Figure 1. Metal layers overlaid.
Two of the layers only.
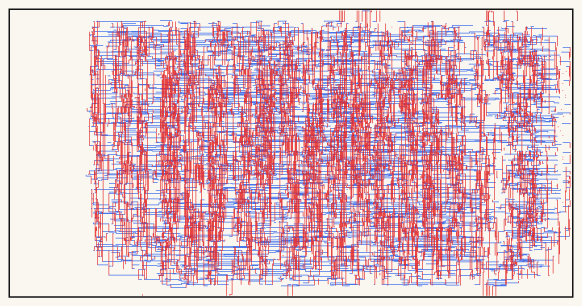
Figure 2. Supply network.
Bar = 100 microns. Pins as bars on the die edge. Tap cells in gray.
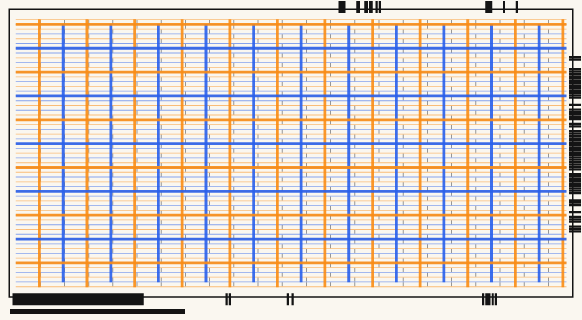
Figure 3. The metal 4 layer.
Cells faint in the background.
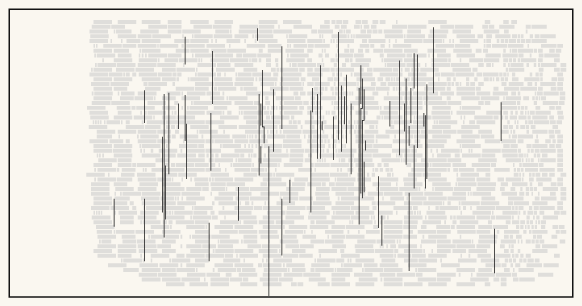
Figure 4. A small window of the routed layout.
Window x 228 to 253, y 28 to 53 microns. Cells in gray, sequential cells in the stronger gray; small squares are vias.
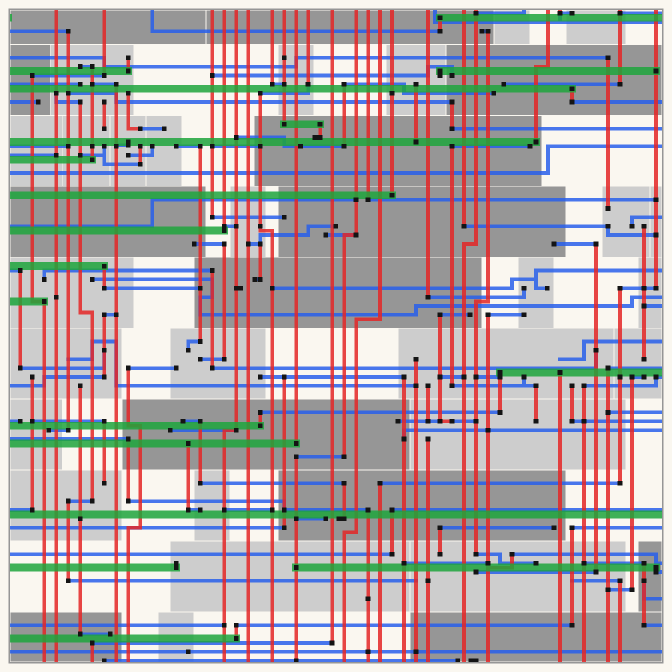
## config.mk

```make
export PLATFORM = sky130hd
export DESIGN_NAME = branch_predictor_gshare_flat
export DESIGN_NICKNAME = d
export VERILOG_FILES = /design/src/rtl/branch_predictor_gshare_pkg.sv /design/src/rtl/branch_predictor_gshare_if.sv /design/src/rtl/branch_predictor_gshare_pht.sv /design/src/rtl/branch_predictor_gshare.sv /design/src/flat_wrapper.sv
export SDC_FILE = /design/constraint.sdc
export NUM_CORES = 1
export LEC_CHECK = 0
export CAP_MARGIN = 20
export CORE_ASPECT_RATIO = 0.5
export CORE_MARGIN = 3
export CORE_UTILIZATION = 55
export CTS_CLUSTER_SIZE = 30
export DETAILED_ROUTE_END_ITERATION = 12
export PLACE_DENSITY = 0.73
export SYNTH_ARGS = -nofsm -noshare
export SYNTH_HDL_FRONTEND = slang
export SYNTH_HIERARCHICAL = 1
export SYNTH_SLANG_ARGS = --single-unit
```

## constraint.sdc

```tcl
create_clock -name clk -period 14.17 [get_ports clk]
set_input_delay 2.834 -clock clk [delete_from_list [all_inputs] [get_ports clk]]
set_output_delay 2.834 -clock clk [all_outputs]
set_load 0.02 [all_outputs]
```

## src/rtl/branch_predictor_gshare_pkg.sv

```systemverilog
// Shared types and helpers for the pattern-history-table branch predictor.
// Outcome/mode enums plus the saturating counter update.
package branch_predictor_gshare_pkg;

  localparam int ADDR_WIDTH = 32;

  typedef enum logic {
    NOT_TAKEN = 1'b0,
    TAKEN     = 1'b1
  } BranchOutcome;

  typedef enum logic {
    PRED_BIMODAL = 1'b0,
    PRED_GSHARE  = 1'b1
  } PredMode;

  typedef enum logic {
    PHT_INIT = 1'b0,
    PHT_RUN  = 1'b1
  } pht_state_e;

  function automatic logic [3:0] sat_update(
    input logic [3:0]  ctr,
    input logic        taken,
    input int unsigned bits
  );
    logic [3:0] top;
    top = 4'((32'd1 << bits) - 32'd1);
    if (taken)
      sat_update = (ctr == top) ? ctr : ctr + 4'd1;
    else
      sat_update = (ctr == 4'd0) ? ctr : ctr - 4'd1;
  endfunction

endpackage

```

## src/rtl/branch_predictor_gshare_if.sv

```systemverilog
// Decode-request / EX-feedback bundle for the branch predictor.
// master = pipeline side, slave = predictor.
interface branch_predictor_gshare_if;
  import branch_predictor_gshare_pkg::*;

  logic                  req_valid;
  logic [ADDR_WIDTH-1:0] req_pc;
  logic [ADDR_WIDTH-1:0] req_target;
  BranchOutcome          req_prediction;
  logic                  fb_valid;
  logic [ADDR_WIDTH-1:0] fb_pc;
  BranchOutcome          fb_prediction;
  BranchOutcome          fb_outcome;

  modport master (
    output req_valid, req_pc, req_target,
    input  req_prediction,
    output fb_valid, fb_pc,
    output fb_prediction, fb_outcome
  );

  modport slave (
    input  req_valid, req_pc, req_target,
    output req_prediction,
    input  fb_valid, fb_pc,
    input  fb_prediction, fb_outcome
  );

endinterface

```

## src/rtl/branch_predictor_gshare_pht.sv

```systemverilog
// Pattern history table: counter array, comb read, RMW update port,
// and the post-reset sweep that loads every entry with weakly-not-taken.
module branch_predictor_gshare_pht
  import branch_predictor_gshare_pkg::*;
#(
  parameter int INDEX_BITS = 8,
  parameter int CTR_BITS   = 2
) (
  input  logic                  clk,
  input  logic                  rst_n,
  input  logic [INDEX_BITS-1:0] rd_idx,
  output logic [CTR_BITS-1:0]   rd_ctr,
  input  logic                  upd_en,
  input  logic [INDEX_BITS-1:0] upd_idx,
  input  logic                  upd_taken,
  output logic                  init_done
);

  localparam int ENTRIES = 1 << INDEX_BITS;
  localparam logic [CTR_BITS-1:0] CTR_INIT =
    CTR_BITS'((1 << (CTR_BITS - 1)) - 1);
  localparam logic [INDEX_BITS-1:0] LAST =
    INDEX_BITS'(ENTRIES - 1);

  pht_state_e            state, state_next;
  logic [INDEX_BITS-1:0] ptr, ptr_next;
  logic [CTR_BITS-1:0]   ctr_mem [ENTRIES];
  logic [CTR_BITS-1:0]   upd_ctr;

  always_ff @(posedge clk or negedge rst_n) begin
    if (!rst_n) begin
      state <= PHT_INIT;
      ptr   <= '0;
    end else begin
      state <= state_next;
      ptr   <= ptr_next;
    end
  end

  always_comb begin
    state_next = state;
    ptr_next   = ptr;
    unique case (state)
      PHT_INIT: begin
        ptr_next = ptr + INDEX_BITS'(1);
        if (ptr == LAST)
          state_next = PHT_RUN;
      end
      PHT_RUN:  state_next = PHT_RUN;
      default:  state_next = PHT_INIT;
    endcase
  end

  assign upd_ctr = CTR_BITS'(sat_update(
    4'(ctr_mem[upd_idx]), upd_taken, CTR_BITS));

  // Sweep owns the write port until the table is fully cleared.
  always_ff @(posedge clk) begin
    if (state == PHT_INIT)
      ctr_mem[ptr] <= CTR_INIT;
    else if (upd_en)
      ctr_mem[upd_idx] <= upd_ctr;
  end

  assign rd_ctr    = ctr_mem[rd_idx];
  assign init_done = (state == PHT_RUN);

endmodule

```

## src/rtl/branch_predictor_gshare.sv

```systemverilog
// Bimodal / gshare branch predictor: index hash, global history,
// accuracy statistics and request/feedback glue around the PHT.
module branch_predictor_gshare
  import branch_predictor_gshare_pkg::*;
#(
  parameter int      INDEX_BITS = 8,
  parameter int      HIST_BITS  = 8,
  parameter int      CTR_BITS   = 2,
  parameter PredMode MODE       = PRED_GSHARE,
  parameter int      STAT_BITS  = 32
) (
  input  logic                    clk,
  input  logic                    rst_n,
  branch_predictor_gshare_if.slave bus,
  output logic                    init_done,
  output logic [STAT_BITS-1:0]    fb_count,
  output logic [STAT_BITS-1:0]    mispred_count
);

  generate
    if (HIST_BITS < 1 || HIST_BITS > INDEX_BITS) begin : g_bad_hist
      $error("HIST_BITS must be in 1..INDEX_BITS");
    end
    if (CTR_BITS < 2 || CTR_BITS > 4) begin : g_bad_ctr
      $error("CTR_BITS must be in 2..4");
    end
  endgenerate

  logic [HIST_BITS-1:0]  ghr;
  logic [INDEX_BITS-1:0] req_idx;
  logic [INDEX_BITS-1:0] fb_idx;
  logic [CTR_BITS-1:0]   req_ctr;
  logic                  train;
  logic                  fb_taken;
  logic                  mispred;
  logic                  unused_bits;

  function automatic logic [INDEX_BITS-1:0] hash(
    input logic [ADDR_WIDTH-1:0] pc,
    input logic [HIST_BITS-1:0]  h
  );
    logic [INDEX_BITS-1:0] pcidx;
    pcidx = pc[INDEX_BITS+1:2];
    if (MODE == PRED_GSHARE)
      hash = pcidx ^ INDEX_BITS'(h);
    else
      hash = pcidx;
  endfunction

  assign req_idx  = hash(bus.req_pc, ghr);
  assign fb_idx   = hash(bus.fb_pc, ghr);
  assign train    = init_done && bus.fb_valid;
  assign fb_taken = (bus.fb_outcome == TAKEN);
  assign mispred  = (bus.fb_prediction != bus.fb_outcome);

  assign bus.req_prediction =
    (bus.req_valid && init_done && req_ctr[CTR_BITS-1])
      ? TAKEN : NOT_TAKEN;

  branch_predictor_gshare_pht #(
    .INDEX_BITS (INDEX_BITS),
    .CTR_BITS   (CTR_BITS)
  ) u_pht (
    .clk       (clk),
    .rst_n     (rst_n),
    .rd_idx    (req_idx),
    .rd_ctr    (req_ctr),
    .upd_en    (train),
    .upd_idx   (fb_idx),
    .upd_taken (fb_taken),
    .init_done (init_done)
  );

  // History is trained from EX, so it is never speculative.
  generate
    if (HIST_BITS == 1) begin : g_hist1
      always_ff @(posedge clk or negedge rst_n) begin
        if (!rst_n)
          ghr <= '0;
        else if (train)
          ghr <= fb_taken;
      end
    end else begin : g_histn
      always_ff @(posedge clk or negedge rst_n) begin
        if (!rst_n)
          ghr <= '0;
        else if (train)
          ghr <= {ghr[HIST_BITS-2:0], fb_taken};
      end
    end
  endgenerate

  always_ff @(posedge clk or negedge rst_n) begin
    if (!rst_n) begin
      fb_count      <= '0;
      mispred_count <= '0;
    end else if (train) begin
      if (fb_count != '1)
        fb_count <= fb_count + STAT_BITS'(1);
      if (mispred && mispred_count != '1)
        mispred_count <= mispred_count + STAT_BITS'(1);
    end
  end

  assign unused_bits = ^{
    bus.req_target,
    bus.req_pc[ADDR_WIDTH-1:INDEX_BITS+2],
    bus.req_pc[1:0],
    bus.fb_pc[ADDR_WIDTH-1:INDEX_BITS+2],
    bus.fb_pc[1:0]
  };

  a_fb_outcome_known: assert property (
    @(posedge clk) disable iff (!rst_n)
    train |-> !$isunknown(bus.fb_outcome)
  ) else $error("unknown outcome on valid feedback");

endmodule

```

## src/flat_wrapper.sv

```systemverilog
// flat-port wrapper written by rule: the top's interface ports become plain ports
module branch_predictor_gshare_flat import branch_predictor_gshare_pkg::*;
#(
  parameter int      INDEX_BITS = 8,
  parameter int      HIST_BITS  = 8,
  parameter int      CTR_BITS   = 2,
  parameter PredMode MODE       = PRED_GSHARE,
  parameter int      STAT_BITS  = 32
)
  (clk, rst_n, init_done, fb_count, mispred_count, bus_req_valid, bus_req_pc, bus_req_target, bus_req_prediction, bus_fb_valid, bus_fb_pc, bus_fb_prediction, bus_fb_outcome);
  branch_predictor_gshare_if bus_i ();
  input  logic clk;
  input  logic rst_n;
  output logic init_done;
  output logic [STAT_BITS-1:0] fb_count;
  output logic [STAT_BITS-1:0] mispred_count;
  input wire logic [$bits(bus_i.req_valid)-1:0] bus_req_valid;
  input wire logic [$bits(bus_i.req_pc)-1:0] bus_req_pc;
  input wire logic [$bits(bus_i.req_target)-1:0] bus_req_target;
  output wire logic [$bits(bus_i.req_prediction)-1:0] bus_req_prediction;
  input wire logic [$bits(bus_i.fb_valid)-1:0] bus_fb_valid;
  input wire logic [$bits(bus_i.fb_pc)-1:0] bus_fb_pc;
  input wire logic [$bits(bus_i.fb_prediction)-1:0] bus_fb_prediction;
  input wire logic [$bits(bus_i.fb_outcome)-1:0] bus_fb_outcome;
  assign bus_i.req_valid = bus_req_valid;
  assign bus_i.req_pc = bus_req_pc;
  assign bus_i.req_target = bus_req_target;
  assign bus_req_prediction = bus_i.req_prediction;
  assign bus_i.fb_valid = bus_fb_valid;
  assign bus_i.fb_pc = bus_fb_pc;
  assign bus_i.fb_prediction = bus_fb_prediction;
  assign bus_i.fb_outcome = bus_fb_outcome;
  branch_predictor_gshare #(.INDEX_BITS(INDEX_BITS), .HIST_BITS(HIST_BITS), .CTR_BITS(CTR_BITS), .MODE(MODE), .STAT_BITS(STAT_BITS)) u_core (.clk(clk), .rst_n(rst_n), .bus(bus_i), .init_done(init_done), .fb_count(fb_count), .mispred_count(mispred_count));
endmodule
```

==> Changelog: implementation <==
### Changed

- Slew margin rel.: 9.94%
- Clk buf depth: 3
- GRT met3 Usage: 5.49%
- Most Frequent Cell on Critical Path: mux4_2
- Worst Setup End Kind: primary output
- Worst setup endpoint: bus_req_prediction
- CTS sink cnt: 593
- R2r setup slk: 7840 ps
- RSZ-0062 raised after global routing: false
- Tmin final: 10130 ps
- Gate Count Post-Synth: 1751
- Max FO, Critical Path: 64
- Met2 Track Usage GR: 41.8%
- DRC violations left: 0
- DP Worst Slack: 4060 ps
- FP Rows: 56
- Share of layout cells above drive strength 1: 18.9%
- Int Pwr: 0.00276 W
- Crit path DAT: 7290 ps
- Net Sw Frac: 20.6%
- Met2 WL: 31500 microns
- Fill cell total of the finished layout: 3327
- Post-CTS sizing: 0
- Final Setup Violations: 0
- Worst Setup SP: bus_req_pc[3]
- Metal1 wirelength: 25700 microns
- Log Warnings: 114
- Fin. max-slew vios: 0
- Worst min-delay path class: reg -> reg
- Setup Buffers After CTS: 0
- Largest net degree at the start of global routing: 257
- First-pass GRT wire length: 101000 microns
- Init Core Util: 56.8%
- Area Overhead vs Synth: 12.3%
- RD Place Congestion: 0.888
- WHS Endpoint: u_core/fb_count[30]$_DFFE_PN0P_
- Gr usage total: 26.0%
- Initial antenna violation count: 2
- Die area: 0.0523 sq mm
- Late-Pin Clk Latency: 600 ps
- Dpl hpwl: 40600 microns
- Fmax: 98.7 MHz
- Wire length on met3: 7930 microns
- Max incr delay on CP: 880 ps
- Fin nets: 1906
- Critical Path Source Type: primary input
- DR iter-0 viols: 2265
- Maxcap violations: 0
- Share of power burned in registers: 53.8%
- Worst setup margin: 4040 ps
- Clock transition at the registers of the reported paths: 60 ps
- Top Usage Layer GRT: met2
- R2r startpoint: u_core/ghr[0]$_DFFE_PN0P_
- Status: finished clean
- Fin crit share: 71.5%
- Num CTS Buffers: 52
- Vias in the first global route: 16350
- Detail Route Antenna Nets: 0
- Hold Fails Final Rpt: 0
- Leak Pwr: 9.49 nW
- CTS tree: yes
- Worst Skew: 31.1 ps
- Ant diodes: 0
- Drt via density: 6.61
- Pwr dens: 114 mW/mm^2
- R2R Path End: u_core/u_pht/ctr_mem[231][0]$_DFFE_PP_
- Highest routing layer actually used: met5
- Combinational Power Share: 3.6%
- # H-tree levels: 2
- CP max-delay cell: buf_4
- Per-cell routed wire length: 27.1 microns
- Synth Net Count: 1856
- Sum Neg Setup Slack: 0 ps
- Drt pass-1 iters: 5
- Synth warnings: 6
- Hold_sp: u_core/fb_count[30]$_DFFE_PN0P_
## Picture notes: Figure 1
- red: metal 2 (wire length 31.5 mm)
- blue: metal 1 (wire length 25.7 mm)

## Picture notes: Figure 2
- orange: VSS
- blue: VDD
- met1 rails: 57
- rows: 56
- signal pins: 168
- met4 straps: 23
- met5 straps: 11
die height: 163 microns
peak supply drop: 0.0000887 V
Chip Width: 321 microns
Core Region: 0.0479 sq mm

## Picture notes: Figure 3
- share of all routed wire: 2.9%
- longest straight run: 85.0 microns
- main direction: vertical
- wire length on this layer: 1960 microns
- nets with wire on the layer: 37
Routed WL: 67200 microns
via count: 16395

## Picture notes: Figure 4
- blue: metal 1
- red: metal 2
- green: metal 3
- most frequent: edfxtp_1 (8), mux4_2 (6), nor2_1 (5)
- sequential cells in the window: 8
- netlist names of flops here include: u_core/u_pht/ctr_mem (8)
- cells with their middle in the window: 30

==> cell type report <==
cell class	instances	area (sq um)	share of cell area (%)
multi-input cells	1020	9330	30.5
well taps	638	798	2.61
clock inverters	23	292	0.954
inverters	10	37.5	0.123
clock buffers	74	1490	4.87
repair buffers	124	1200	3.94
flip-flops and latches	593	17400	57.0
==> worst max-delay path, delay by kind of cell <==
family | cells | cell delay (ps)
XOR/XNOR | 1 | 140
multiplexers | 4 | 2090
buffers and inverters | 3 | 1960
AND/OR/NAND/NOR | 1 | 210
==> power by group through the flow <==
stage                     sequential, W  clock (W)  combinational (W)
after floorplan                 0.00191          0          0.0000813
after global placement          0.00191          0           0.000123
after detailed placement        0.00191          0           0.000124
after CTS                       0.00187    0.00150           0.000124
after global routing            0.00187    0.00157           0.000132
final                           0.00187    0.00148           0.000125
==> through the flow <==
stage	power, W	instances	hold WS [ps]	area [sq um]	utilization (%)
finish	0.00347	2482	501	30500	63.8
global placement	0.00203	2384	484	28700	60.1
detailed placement	0.00203	2384	490	28700	60.1
global route	0.00357	2482	524	30500	63.8
floorplan	0.00199	1751	500	27200	-
CTS	0.00349	2481	507	30500	63.8
==> flip-flops by register name, indices dropped and copies added (netlist names) <==
signal and count:
u_core/u_pht/init_done 1, u_core/mispred_count 32, u_core/u_pht/ctr_mem 512, u_core/u_pht/ptr 8, u_core/ghr 8, u_core/fb_count 32
==> layout by cell type, fill, tap and decap left out, types with 17 or more instances in the layout <==
cell and n:
mux2i_1 45, nand2_1 99, nand4_1 21, xor2_1 22, nand3_1 51, a22oi_1 26, nor2_1 287, xnor2_1 53
and3_1 17, a21oi_1 23, dfrtp_1 81, clkbuf_16 54, buf_4 34, edfxtp_1 512, clkdlybuf4s50_1 86, mux4_2 194
Power is estimated from default activity; no workload was simulated.
